==> config.mk <==
export PLATFORM = sky130hd
export DESIGN_NAME = bus_ic
export DESIGN_NICKNAME = d
export VERILOG_FILES = /design/src/rtl/bus_ic_pkg.sv /design/src/rtl/bus_ic_addr_match.sv /design/src/rtl/bus_ic.sv
export SDC_FILE = /design/constraint.sdc
export NUM_CORES = 1
export LEC_CHECK = 0
export ABC_AREA = 1
export CORE_AREA = 10 10 130 132
export CTS_CLUSTER_SIZE = 16
export DETAILED_ROUTE_END_ITERATION = 12
export DIE_AREA = 0 0 140 142
export MAX_ROUTING_LAYER = met4
export PLACE_DENSITY_LB_ADDON = 0.12
export SYNTH_ARGS = -nofsm -noshare
export SYNTH_HDL_FRONTEND = slang
export SYNTH_SLANG_ARGS = --single-unit
==> constraint.sdc <==
create_clock -name clk -period 2.2 [get_ports clk]
set_input_delay 0.22 -clock clk [delete_from_list [all_inputs] [get_ports clk]]
set_output_delay 0.22 -clock clk [all_outputs]
set_load 0.1 [all_outputs]
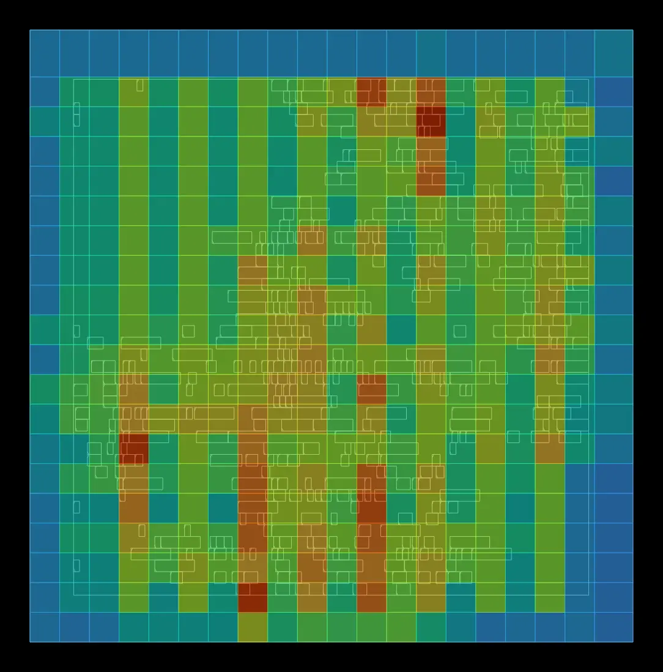
run_1/final_congestion.png
GRT Overall Usage: 8.606%
Routed WL per cell: 13.02 um
met1 routing resource usage after global routing: 10.32%
grt peak-use layer: met2
met2 Use GR: 14.06%

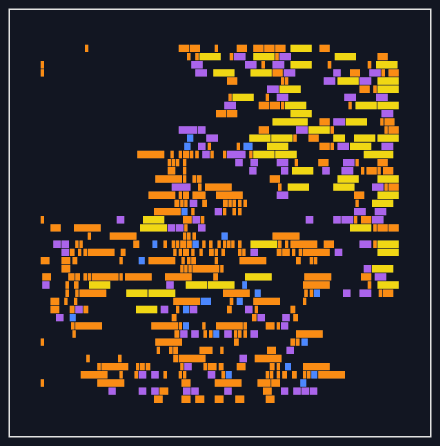
run_1/drive_strength.png
Drawn at 3 px/um.
[yellow] drive 6 and up | cells: 52
[purple] drive 3 to 4 | cells: 91
[blue] drive 2 | cells: 22
[orange] drive 1 or less | cells: 295
area added between synthesis and finish: 111.0%
buffers outside the clock class: 156
Design Area, Final: 0.004607 mm2
slack of the critical path: 0.1705 ns

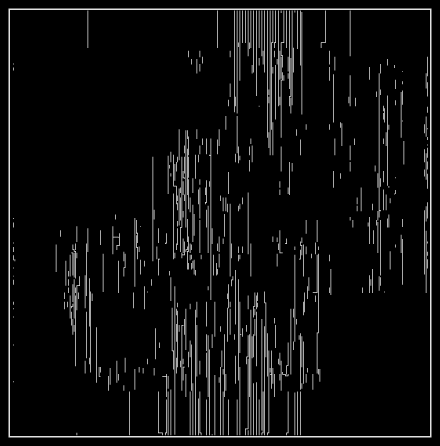
run_1/met2.png
Drawn at 3 px/um.
nets with wire on the layer: 414
share of all routed wire: 48%
Routed Wire Length: 8383 um
routed via count: 2348

==> impl_metrics.xml <==
<?xml version="1.0" encoding="UTF-8"?>
<metrics>
  <group name="timing">
    <metric name="highest_clock_rate" unit="MHz">492.7</metric>
    <metric name="final_period_demand_of_the_worst_path" unit="ns">2.029</metric>
    <metric name="fin_worst_skew" unit="ns">0.009558</metric>
    <metric name="report.final.setup_viol" unit="">0</metric>
    <metric name="report.final.hold_viol_count" unit="">0</metric>
    <metric name="final_max_slew_viols" unit="">0</metric>
  </group>
  <group name="run_status">
    <metric name="result_of_the_run" unit="">finished clean</metric>
  </group>
  <group name="final_layout">
    <metric name="diodes" unit="">0</metric>
    <metric name="drive_gt1_share" unit="%">35.87</metric>
  </group>
  <group name="synth">
    <metric name="yosys_area" unit="mm2">0.002183</metric>
    <metric name="ys_sh_adder" unit="%">0.5731</metric>
    <metric name="synth_largest_type_area_fraction" unit="%">42.41</metric>
    <metric name="simple_gate_area_share" unit="%">39.77</metric>
    <metric name="synthMostInstantiatedCell" unit="">sky130_fd_sc_hd__nand2_1</metric>
    <metric name="average_cell_area_after_synthesis" unit="um2">7.135</metric>
    <metric name="ys_ff" unit="">37</metric>
    <metric name="most_instantiated_cells_after_synthesis" unit="">sky130_fd_sc_hd__nand2_1, sky130_fd_sc_hd__inv_1, sky130_fd_sc_hd__nor2_1</metric>
    <metric name="postSynth.topFlopCell" unit="">sky130_fd_sc_hd__dfrtp_1</metric>
  </group>
  <group name="pwr">
    <metric name="power.net_switching" unit="mW">1.542</metric>
    <metric name="clock_power_share" unit="%">22.3</metric>
    <metric name="pwr-share-seq" unit="%">28.2</metric>
    <metric name="power-per-cell-area" unit="mW/mm2">676.5</metric>
    <metric name="report.power.total" unit="mW">3.117</metric>
  </group>
  <group name="clock_network">
    <metric name="tritoncts" unit="">yes</metric>
    <metric name="htree_num_levels" unit="">2</metric>
    <metric name="clk_path_buf_depth" unit="">2</metric>
    <metric name="cts.reportedPaths.clkPinSlew" unit="ns">0.06</metric>
  </group>
  <group name="worst_setup_path">
    <metric name="cp_max_stage_cell" unit="">sky130_fd_sc_hd__dlygate4sd2_1</metric>
    <metric name="cp-start-kind" unit="">input pin</metric>
    <metric name="timing.reg2reg.worst_path_depth" unit="">12</metric>
    <metric name="crit_path_max_incr_delay" unit="ns">0.24</metric>
    <metric name="crit_path_end_kind" unit="">output pin</metric>
    <metric name="critPathMaxFanout" unit="">6</metric>
    <metric name="criticalPathCategory" unit="">in -&gt; out</metric>
  </group>
  <group name="global_route">
    <metric name="grt_pass1_vias" unit="">2510</metric>
    <metric name="grt_max_degree" unit="">38</metric>
    <metric name="grt_antenna_before_repair" unit="">0</metric>
  </group>
  <group name="routing">
    <metric name="post-route-drc-count" unit="">0</metric>
    <metric name="detailedRoute.firstPassIterationCount" unit="">4</metric>
    <metric name="antenna_violating_nets_left" unit="">0</metric>
    <metric name="initial_drc_count" unit="">64</metric>
  </group>
  <group name="min_path">
    <metric name="hp-class" unit="">in -&gt; reg</metric>
  </group>
  <group name="die">
    <metric name="design.die.area" unit="mm2">0.01988</metric>
    <metric name="std_cell_rows" unit="">44</metric>
    <metric name="die_h" unit="um">142</metric>
    <metric name="die.size.x" unit="um">140</metric>
  </group>
</metrics>
run 1: layout make-up:
type                       instances  area, um2
fill                            1500       9707
timing repair buffer             156       1873
multi-input combinational        203       1217
sequential                        37      925.9
tap                              184      230.2
inverter                          56      217.7
clock buffer                       5      125.1
clock inverter                     3      17.52
run 1: repair_timing:
action | 4_1_cts | 5_1_grt
gates cloned | 2 | 0
gates resized | 25 | 6
setup buffers | 4 | 0
pin swaps | 20 | 8
endpoints found under the setup margin | 33 | 33
run 1: cells in the final DEF (no fill, tap or decap), drive strengths merged:
| master | instances |
|---|---|
| a21oi | 1 |
| bufbuf | 1 |
| clkinv | 2 |
| dfrtp | 37 |
| dlygate4sd2 | 20 |
| nand3b | 1 |
| clkinvlp | 3 |
| or2 | 2 |
| nor2 | 58 |
| inv | 54 |
| nor3 | 1 |
| dlymetal6s2s | 2 |
| buf | 96 |
| clkdlybuf4s50 | 37 |
| nand4 | 5 |
| clkbuf | 5 |
| o21bai | 1 |
| ha | 1 |
| nand3 | 32 |
| o21ai | 4 |
| nand2 | 89 |
| xnor2 | 1 |
| conb | 7 |
run 1: power by group through the flow:
stage               logic [mW]  registers, mW  clock network (mW)
detailed placement        1.57          0.889                   0
finish                    1.54          0.879               0.696
global route              1.62          0.894               0.751
CTS                       1.56          0.881               0.724
floorplan                0.333           1.68                   0
global placement          1.57          0.889                   0
run 1: logic make-up after synthesis:
group	Yosys count
compound gates	6
xor+xnor	1
other cells	1
simple gates	188
fa+ha+maj	1
flops	37
buf+inv	72
run 1: per-stage QoR:
step,worst slack (ns),util [%],cell area [um2]
after global placement,-0.1985,30.31,4338
after detailed placement,-0.1902,30.31,4338
final,0.1705,32.19,4607
after CTS,0.001690,32.02,4583
after global routing,0.01952,32.19,4607
after floorplan,0.1006,-,2450
run 1: worst max-delay path: cells and delay by family:
family | cells | cell delay, ns
buffers and inverters | 4 | 0.71
and+or+nand+nor | 6 | 0.86
run 1: layer usage:
metal | wire [um] | share of wire, % | GRT usage (%)
met1 | 3820 | 46 | 10.32
met2 | 3993 | 48 | 14.06
met3 | 468 | 5.6 | 2.203
met4 | 100 | 1.2 | 2.337
met5 | 0 | 0 | -
Power figures rest on the tool's default switching activity, not on a simulated workload.
